run_1/clock_map.png
Scale: 4 px per um.
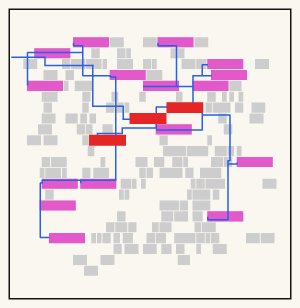
run_1/wire_density.png
Scale: 4 px per um. 14 x 14 tiles, from white (low) to dark blue (high), scaled to the fullest tile. Values are wire area over tile area, all layers added.
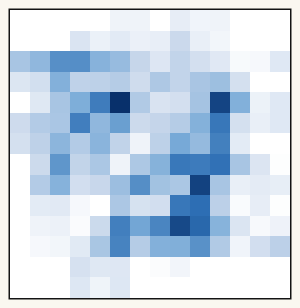
run_1/final_congestion.png
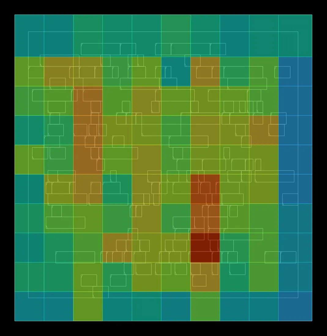
===== config.mk =====
export PLATFORM = sky130hd
export DESIGN_NAME = johnson_decoder
export DESIGN_NICKNAME = d
export VERILOG_FILES = /design/src/rtl/johnson_decoder.sv
export SDC_FILE = /design/constraint.sdc
export NUM_CORES = 1
export LEC_CHECK = 0
export ABC_CLOCK_PERIOD_IN_PS = 3600
export CELL_PAD_IN_SITES_DETAIL_PLACEMENT = 0
export CELL_PAD_IN_SITES_GLOBAL_PLACEMENT = 2
export CORE_AREA = 3 3 67 69
export CTS_BUF_LIST = sky130_fd_sc_hd__clkbuf_16
export DETAILED_ROUTE_END_ITERATION = 8
export DIE_AREA = 0 0 70 72
export GPL_ROUTABILITY_DRIVEN = 0
export PLACE_DENSITY_LB_ADDON = 0.1
export SYNTH_ARGS = -nofsm -noshare
export SYNTH_HDL_FRONTEND = slang
export SYNTH_SLANG_ARGS = --single-unit

===== constraint.sdc =====
create_clock -name clk -period 3.6 [get_ports clk]
set_clock_uncertainty 0.05 [all_clocks]
set_input_delay 0.9 -clock clk [delete_from_list [all_inputs] [get_ports clk]]
set_output_delay 0.9 -clock clk [all_outputs]
set_load 0.02 [all_outputs]

===== src/rtl/johnson_decoder.sv =====
// rtl/johnson_decoder.sv - Johnson code decoder with sequence lock tracking and error counter
// Decodes a Johnson word to its state index and follows a counter's progress through UNLOCKED/CHECK/LOCKED.
module johnson_decoder #(
  parameter int WIDTH = 4,
  parameter int IDX_W = $clog2(2 * WIDTH)
) (
  input  logic             clk,
  input  logic             rst,
  input  logic [WIDTH-1:0] in_code,
  input  logic             in_valid,
  input  logic             clr_err,
  output logic [IDX_W-1:0] idx,
  output logic             idx_valid,
  output logic             illegal,
  output logic             seq_err,
  output logic             locked,
  output logic [7:0]       err_cnt
);

  localparam int NSTATES = 2 * WIDTH;

  typedef enum logic [1:0] {
    UNLOCKED = 2'd0,
    CHECK    = 2'd1,
    LOCKED   = 2'd2
  } state_e;

  state_e           state_q, state_d;
  logic [IDX_W-1:0] prev_q, prev_d;
  logic [IDX_W-1:0] idx_q, idx_d;
  logic             idx_valid_q, idx_valid_d;
  logic             illegal_q, illegal_d;
  logic             seq_err_q, seq_err_d;
  logic [7:0]       err_cnt_q, err_cnt_d;

  logic             hit;
  logic [IDX_W-1:0] dec;
  logic [IDX_W-1:0] succ;

  // Code k: low k bits set up to k=WIDTH, then ones drain out from the bottom.
  function automatic logic [WIDTH-1:0] jcode(input int k);
    logic [WIDTH-1:0] c;
    c = '0;
    for (int b = 0; b < WIDTH; b++) begin
      c[b] = (k <= WIDTH) ? (b < k) : (b >= k - WIDTH);
    end
    return c;
  endfunction

  always_comb begin
    hit = 1'b0;
    dec = '0;
    for (int k = 0; k < NSTATES; k++) begin
      if (in_code == jcode(k)) begin
        hit = 1'b1;
        dec = IDX_W'(k);
      end
    end
  end

  assign succ = (prev_q == IDX_W'(NSTATES - 1)) ? '0 : prev_q + 1'b1;

  always_comb begin
    state_d     = state_q;
    prev_d      = prev_q;
    idx_d       = idx_q;
    idx_valid_d = 1'b0;
    illegal_d   = 1'b0;
    seq_err_d   = 1'b0;
    err_cnt_d   = err_cnt_q;

    if (in_valid) begin
      idx_valid_d = 1'b1;
      if (!hit) begin
        illegal_d = 1'b1;
        state_d   = UNLOCKED;
      end else begin
        idx_d  = dec;
        prev_d = dec;
        unique case (state_q)
          UNLOCKED: state_d = CHECK;
          CHECK: begin
            if (dec == succ) state_d = LOCKED;
          end
          LOCKED: begin
            // A repeated word means the counter is stalled, which is not an error.
            if ((dec != succ) && (dec != prev_q)) begin
              seq_err_d = 1'b1;
              state_d   = CHECK;
            end
          end
          default: state_d = UNLOCKED;
        endcase
      end
    end

    if (clr_err) begin
      err_cnt_d = '0;
    end else if ((illegal_d || seq_err_d) && (err_cnt_q != 8'hFF)) begin
      err_cnt_d = err_cnt_q + 8'd1;
    end
  end

  always_ff @(posedge clk or negedge rst) begin
    if (!rst) begin
      state_q     <= UNLOCKED;
      prev_q      <= '0;
      idx_q       <= '0;
      idx_valid_q <= 1'b0;
      illegal_q   <= 1'b0;
      seq_err_q   <= 1'b0;
      err_cnt_q   <= '0;
    end else begin
      state_q     <= state_d;
      prev_q      <= prev_d;
      idx_q       <= idx_d;
      idx_valid_q <= idx_valid_d;
      illegal_q   <= illegal_d;
      seq_err_q   <= seq_err_d;
      err_cnt_q   <= err_cnt_d;
    end
  end

  assign idx       = idx_q;
  assign idx_valid = idx_valid_q;
  assign illegal   = illegal_q;
  assign seq_err   = seq_err_q;
  assign locked    = (state_q == LOCKED);
  assign err_cnt   = err_cnt_q;

endmodule


==> qor.yml, run 1 <==
drt:
  highest_layer: "met4"
  wl_mm: 2.83
  vias: 1029
  dr.pass1.iters: 4
  wl_met2_mm: 1.31
layout:
  largest_reg_flops: 8
  stdcell_count: 203
  seq_cells: 16
  buffers: 24
  fin_nets: 166
  syn_to_final_growth_pct: 27.1
  antenna_cells: 0
  drive_gt1_share_pct: 11.8
  logic_area_sq_um: 763
  biggestCellCategory: "multi-input combinational cells"
  design_area_sq_mm: 0.00155
  clock_buffers: 3
  final_util_pct: 39.0
  seq_share_pct: 25.9
  buf_share_pct: 15.2
  clockNetworkAreaShare_pct: 4.85
  non_clock_inverter_count: 3
power_and_ir_drop:
  power_frac_comb_pct: 31.2
  power_frac_seq_pct: 34.1
  clkPwrFrac_pct: 34.7
  leakage_uw: 0.000638
  p_per_area_mw_per_mm2: 401
  p_clk_uw: 215
placement:
  io_buffers: 22
  place_inst: 200
  dp_hpwl_mm: 2.15
floorplanning:
  initial_utilization_pct: 30.7
  fp-row-count: 23
  coreArea_sq_mm: 0.00397
setup_path:
  critPathLaunch: "in_code[1]"
  reg2reg_slack_ns: 0.89
  crit_arrival_ns: 3.33
  crit_family: "AND-OR/OR-AND gates"
  slowest_stage: "clkdlybuf4s50_1"
  worstReg2RegEnd: "err_cnt[0]"
  startpoint_type: "input pin"
  worst_r2r_path_depth: 8
synth:
  async_flop_share_pct: 100
  ys_warn_count: 0
  ys_sh_adder_pct: 3.08
  yosys.area_share.aoi_pct: 21.6
  ys_area_sq_mm: 0.00122
  synth-main-ff-cell: "dfrtp_1"
  muxShareOfSynthArea_pct: 9.35
timing:
  max_slew_margin_pct: 46.8
  slew_violations: 0
  finalCritPeriodShare_pct: 90.4
  worst_slew_pin_slew_ns: 0.796
  timing_hold_violations_final: 0
global_route:
  antenna_found_initial: 0
  met2_usage_pct: 19.1
  grt_max_degree: 17
  grt_pass1_wl_mm: 4.84
clock_network:
  htreeDepth: 1
  cts_tree: "built"
  cts_resized: 0
  root_buffer: "clkbuf_16"
  cts_buffers: 3
  clkTransAtPathRegs_ns: 0.05
run_status:
  status: "completed"
-- clock_map.png (at the start) --
Blue is clock wires, length 279 um. Red is cells driving clock nets, count 3. Magenta is flip-flops, count 16.
There are 4 routed clock nets.

-- wire_density.png (at the start) --
The emptiest ninth of the die: south-west. The mean over all tiles is 0.086. The fullest tile reaches 0.37. The densest ninth of the die: centre. 13% of the tiles are over half the peak.

-- final_congestion.png (at the start) --
routing usage on met3: 3.05%
GRT busiest layer: met2

[run 1: synth_stat cells, types with 2 or more instances]
cell,number,share of area (%)
buf_6,2,1.8
nand2b_1,4,2.1
mux2_1,6,5.5
o21ai_0,3,1.2
o22ai_1,4,2.1
ha_1,3,3.1
nand4_1,3,1.5
or3_1,2,1.0
clkbuf_1,2,0.62
nand2_1,7,2.2
a21oi_2,3,2.2
mux2i_1,2,1.6
a21oi_1,9,3.7
xnor2_1,4,2.9
dfrtp_1,16,33
nand3_1,5,2.1
inv_1,3,0.92
nor2b_1,12,6.2
nor2_1,14,4.3
nand2b_4,2,2.3
a211oi_1,3,1.8
a31oi_1,3,1.5
==> inputs of run 2 (changes only) <==
CAP_MARGIN = 0   (was unset)
==> qor.yml, run 2 <==
run_status:
  status: "completed"
power_and_ir_drop:
  clkPwrFrac_pct: 34.7  # about the same
  power_frac_comb_pct: 31.2  # about the same
  p_clk_uw: 215  # about the same
  ir_worst_vdd_v: 0.000186
  finalPower_uw: 621
  p_per_area_mw_per_mm2: 401  # unchanged
  power_frac_seq_pct: 34.1  # about the same
  switching_share_pct: 31.0
  comb_power_uw: 194
  leakage_uw: 0.000638  # unchanged
  power_leader: "clock"
global_route:
  gr-usage-met3_pct: 3.05  # unchanged
  grt_usage_pct: 11.7
  grt_pass1_wl_mm: 4.84  # unchanged
  grt_max_degree: 17  # unchanged
  antenna_found_initial: 0  # unchanged
  grt.busiest_layer: "met2"
clock_network:
  clock_path_buffers: 2
  root_buffer: "clkbuf_16"
  cts_buffers: 3  # unchanged
  clkTransAtPathRegs_ns: 0.05  # about the same
  cts_tree: "built"
  cts_resized: 0  # unchanged
  postCtsHoldBufs: 0
  clock-sinks: 16
  htreeDepth: 1  # unchanged
  cts_setup_buffers: 0
layout:
  largest_reg_flops: 8  # unchanged
  syn_to_final_growth_pct: 27.1  # unchanged
  final_util_pct: 39.0  # unchanged
  fin_nets: 166  # unchanged
  antenna_cells: 0  # unchanged
  final_cell_mix: "clkdlybuf4s50_1, dfrtp_1, nor2_1"
  drive_gt1_share_pct: 11.8  # unchanged
  final_common_cell: "clkdlybuf4s50_1"
  design_area_sq_mm: 0.00155  # unchanged
  stdcell_count: 203  # unchanged
setup_path:
  endpoint: "err_cnt[0]"
  cp.buffers_inverters: 1
  critPathLaunch: "in_code[1]"
  worst_path_largest_cell_delay_ns: 0.64
  worst-path-max-fanout: 13
  startpoint_type: "input pin"
  reg2reg_slack_ns: 0.89  # about the same
  slowest_stage: "clkdlybuf4s50_1"
  rr_startpoint: "idx[1]"
  crit_family: "AND-OR/OR-AND gates"
  worstReg2RegEnd: "err_cnt[0]"
  critPathKind: "in -> reg"
  worst_r2r_path_depth: 8  # unchanged
  crit_arrival_ns: 3.33  # about the same
drt:
  route.detailed.drc: 0
  drtIter0Drc: 53
  wl_met2_mm: 1.31  # unchanged
  dr.pass1.iters: 4  # unchanged
  highest_layer: "met4"
  wl_per_cell_um: 14.0
  wirelength_met1_mm: 1.40
  vias: 1029  # unchanged
  wl_mm: 2.83  # unchanged
synth:
  yosys.area.top_type: "dfrtp_1"
  yosysTopAreaCellShare_pct: 32.9  # unchanged
  synth.ff_latch_count: 16
  area_leaders: "dfrtp_1, nor2b_1, mux2_1"
  synth-main-ff-cell: "dfrtp_1"
  ys_types: 42
  top_cells_by_count: "dfrtp_1, nor2_1, nor2b_1"
  ys_area_sq_mm: 0.00122  # unchanged
  async_flop_share_pct: 100  # unchanged
  ys_warn_count: 0  # unchanged
  yosysMostFrequentCell: "dfrtp_1"
placement:
  dp_hpwl_mm: 2.15  # unchanged
  place_inst: 200  # unchanged
  post-place-ws_ns: 0.0997
  placed_cell_area_sq_mm: 0.00147
  io_buffers: 22  # unchanged
floorplanning:
  die_h_um: 72
  initial_utilization_pct: 30.7  # unchanged
  die_x_um: 70
  coreArea_sq_mm: 0.00397  # unchanged
  fp-row-count: 23  # unchanged
hold_path:
  min_path_cells: 1
timing:
  setup_viol: 0
  worst_slew_pin_slew_ns: 0.796  # unchanged
  timing_hold_violations_final: 0  # unchanged
  max_slew_margin_pct: 46.8  # unchanged
  finalCritPeriodShare_pct: 90.4  # unchanged
  slew_violations: 0  # unchanged
job:
  drv_cap: 0
[run 2: cell counts in the layout (fill, tap and decap cells not counted)]
Identical to the previous run, type by type.
[run 2: final cells by class]
| type | count | area (sq um) | area share [%] |
|---|---|---|---|
| Clock buffer | 3 | 75.1 | 4.85 |
| Inverter | 3 | 11.3 | 0.728 |
| Multi-Input combinational cell | 107 | 763 | 49.3 |
| Sequential cell | 16 | 400 | 25.9 |
| Tap cell | 50 | 62.6 | 4.04 |
| Timing Repair Buffer | 24 | 235 | 15.2 |
[run 2: cell families after synthesis]
group / count (synthesis) / share of synthesized area [%]
compound gates: 35 / 21.6
mux: 10 / 9.35
fa+ha+maj: 3 / 3.08
simple gates: 54 / 24.5
buf+inv: 9 / 4.42
flops: 16 / 32.9
xor+xnor: 5 / 4.21
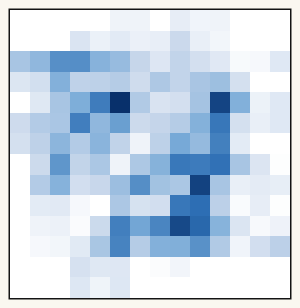
run_2/wire_density.png
Scale: 4 px per um. 14 x 14 tiles, from white (low) to dark blue (high), scaled to the fullest tile. Values are wire area over tile area, all layers added.
The fullest tile reaches 0.37. 13% of the tiles are over half the peak. The mean over all tiles is 0.086.

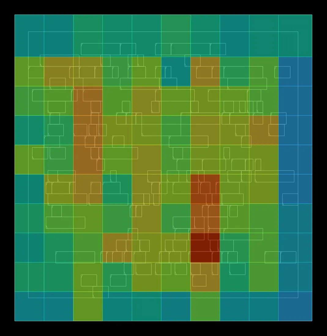
run_2/final_congestion.png
met2 usage: 19.1%
met1 GRT Util: 15.6%

==> inputs of run 3 (changes only) <==
ABC_AREA = 0   (was unset)
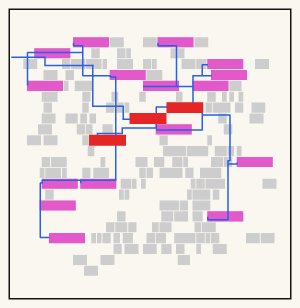
run_3/clock_map.png
Scale: 4 px per um.
Magenta is flip-flops, count 16. Red is cells driving clock nets, count 3. Blue is clock wires, length 279 um.
There are 4 routed clock nets.

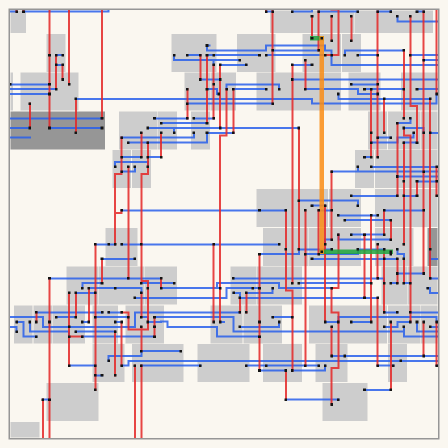
run_3/zoom.png
Region (20, 7) to (50, 37) um. Cells in grey, sequential cells in the stronger grey; small squares are vias.
Green is met3. Red is met2. Blue is met1. Orange is met4.
Sequential cells in the window: 1. 55 logic cells have their middle in the window. Netlist names of flops here include `err_cnt` (1). Most frequent: nor2_1 (7), a21oi_1 (5).

==> qor.yml, run 3 <==
drt:
  dr.pass1.iters: 4  # unchanged
  highest_layer: "met4"
  wirelength_met1_mm: 1.40  # unchanged
  vias: 1029  # unchanged
  wl_met2_mm: 1.31  # unchanged
  wl_mm: 2.83  # unchanged
  route.detailed.drc: 0  # unchanged
  wl_per_cell_um: 14.0  # unchanged
placement:
  post-place-ws_ns: 0.0997  # unchanged
  place_inst: 200  # unchanged
  placed_cell_area_sq_mm: 0.00147  # unchanged
  io_buffers: 22  # unchanged
  dp_hpwl_mm: 2.15  # unchanged
timing:
  slew_violations: 0  # unchanged
  worst_slew_pin_slew_ns: 0.796  # unchanged
  finalCritPeriodShare_pct: 90.4  # unchanged
  timing_hold_violations_final: 0  # unchanged
  setup_viol: 0  # unchanged
  max_slew_margin_pct: 46.8  # unchanged
layout:
  stdcell_count: 203  # unchanged
  final_util_pct: 39.0  # unchanged
  fin_nets: 166  # unchanged
  syn_to_final_growth_pct: 27.1  # unchanged
  final_cell_mix: "clkdlybuf4s50_1, dfrtp_1, nor2_1"
  antenna_cells: 0  # unchanged
  design_area_sq_mm: 0.00155  # unchanged
  drive_gt1_share_pct: 11.8  # unchanged
  largest_reg_flops: 8  # unchanged
clock_network:
  htreeDepth: 1  # unchanged
  cts_buffers: 3  # unchanged
  cts_setup_buffers: 0  # unchanged
  cts_tree: "built"
  cts_resized: 0  # unchanged
  clock-sinks: 16  # unchanged
  clkTransAtPathRegs_ns: 0.05  # about the same
  clock_path_buffers: 2  # unchanged
synth:
  yosys.area_share.aoi_pct: 21.6  # unchanged
  logic_family: "simple AND/OR/NAND/NOR gates"
  synth-main-ff-cell: "dfrtp_1"
  yosysMostFrequentCell: "dfrtp_1"
  ys_warn_count: 0  # unchanged
  synth-xor-area-share_pct: 4.21  # unchanged
  area_leaders: "dfrtp_1, nor2b_1, mux2_1"
  async_flop_share_pct: 100  # unchanged
  muxShareOfSynthArea_pct: 9.35  # unchanged
  ys_area_sq_mm: 0.00122  # unchanged
  yosys.area.top_type: "dfrtp_1"
  yosysTopAreaCellShare_pct: 32.9  # unchanged
setup_path:
  critPathKind: "in -> reg"
  worst-path-max-fanout: 13  # unchanged
  crit_family: "AND-OR/OR-AND gates"
  slowest_stage: "clkdlybuf4s50_1"
  worstReg2RegEnd: "err_cnt[0]"
  endpoint: "err_cnt[0]"
  startpoint_type: "input pin"
  crit_arrival_ns: 3.33  # about the same
  worst_path_largest_cell_delay_ns: 0.64  # about the same
  rr_startpoint: "idx[1]"
  cp.buffers_inverters: 1  # unchanged
global_route:
  gr-usage-met3_pct: 3.05  # unchanged
  antenna_found_initial: 0  # unchanged
  grt_pass1_wl_mm: 4.84  # unchanged
  grt_usage_pct: 11.7  # unchanged
  grt_max_degree: 17  # unchanged
  grt.busiest_layer: "met2"
  met2_usage_pct: 19.1  # unchanged
floorplanning:
  fp-row-count: 23  # unchanged
  die_h_um: 72  # unchanged
  io-pin-count: 23
  coreArea_sq_mm: 0.00397  # unchanged
  die_x_um: 70  # unchanged
power_and_ir_drop:
  leakage_uw: 0.000638  # unchanged
  ir_worst_vdd_v: 0.000186  # unchanged
  finalPower_uw: 621  # unchanged
job:
  drv_cap: 0  # unchanged
run_status:
  status: "completed"
hold_path:
  min_path_cells: 1  # unchanged
[run 3: area by class of cell]
type / count / area [sq um]
inverters: 3 / 11.3
flip-flops and latches: 16 / 400
fillers: 421 / 2420
clock buffers: 3 / 75.1
multi-input cells: 107 / 763
well taps: 50 / 62.6
repair buffers: 24 / 235
[run 3: power by group]
part	internal [uW]	leakage, uW	switching, uW
Combinational	88.9	0.000388	105
Sequential	194	0.000214	18.2
Clock	146	0.0000370	69.6
Total	428	0.000638	192
[run 3: kinds of logic (layout without fill, tap and decap cells)]
group / Yosys count / in the layout
compound gates: 35 / 35
xor+xnor: 5 / 5
fa+ha+maj: 3 / 3
buf+inv: 9 / 30
flops: 16 / 16
mux: 10 / 10
simple gates: 54 / 54
Power is estimated from default activity; no workload was simulated.
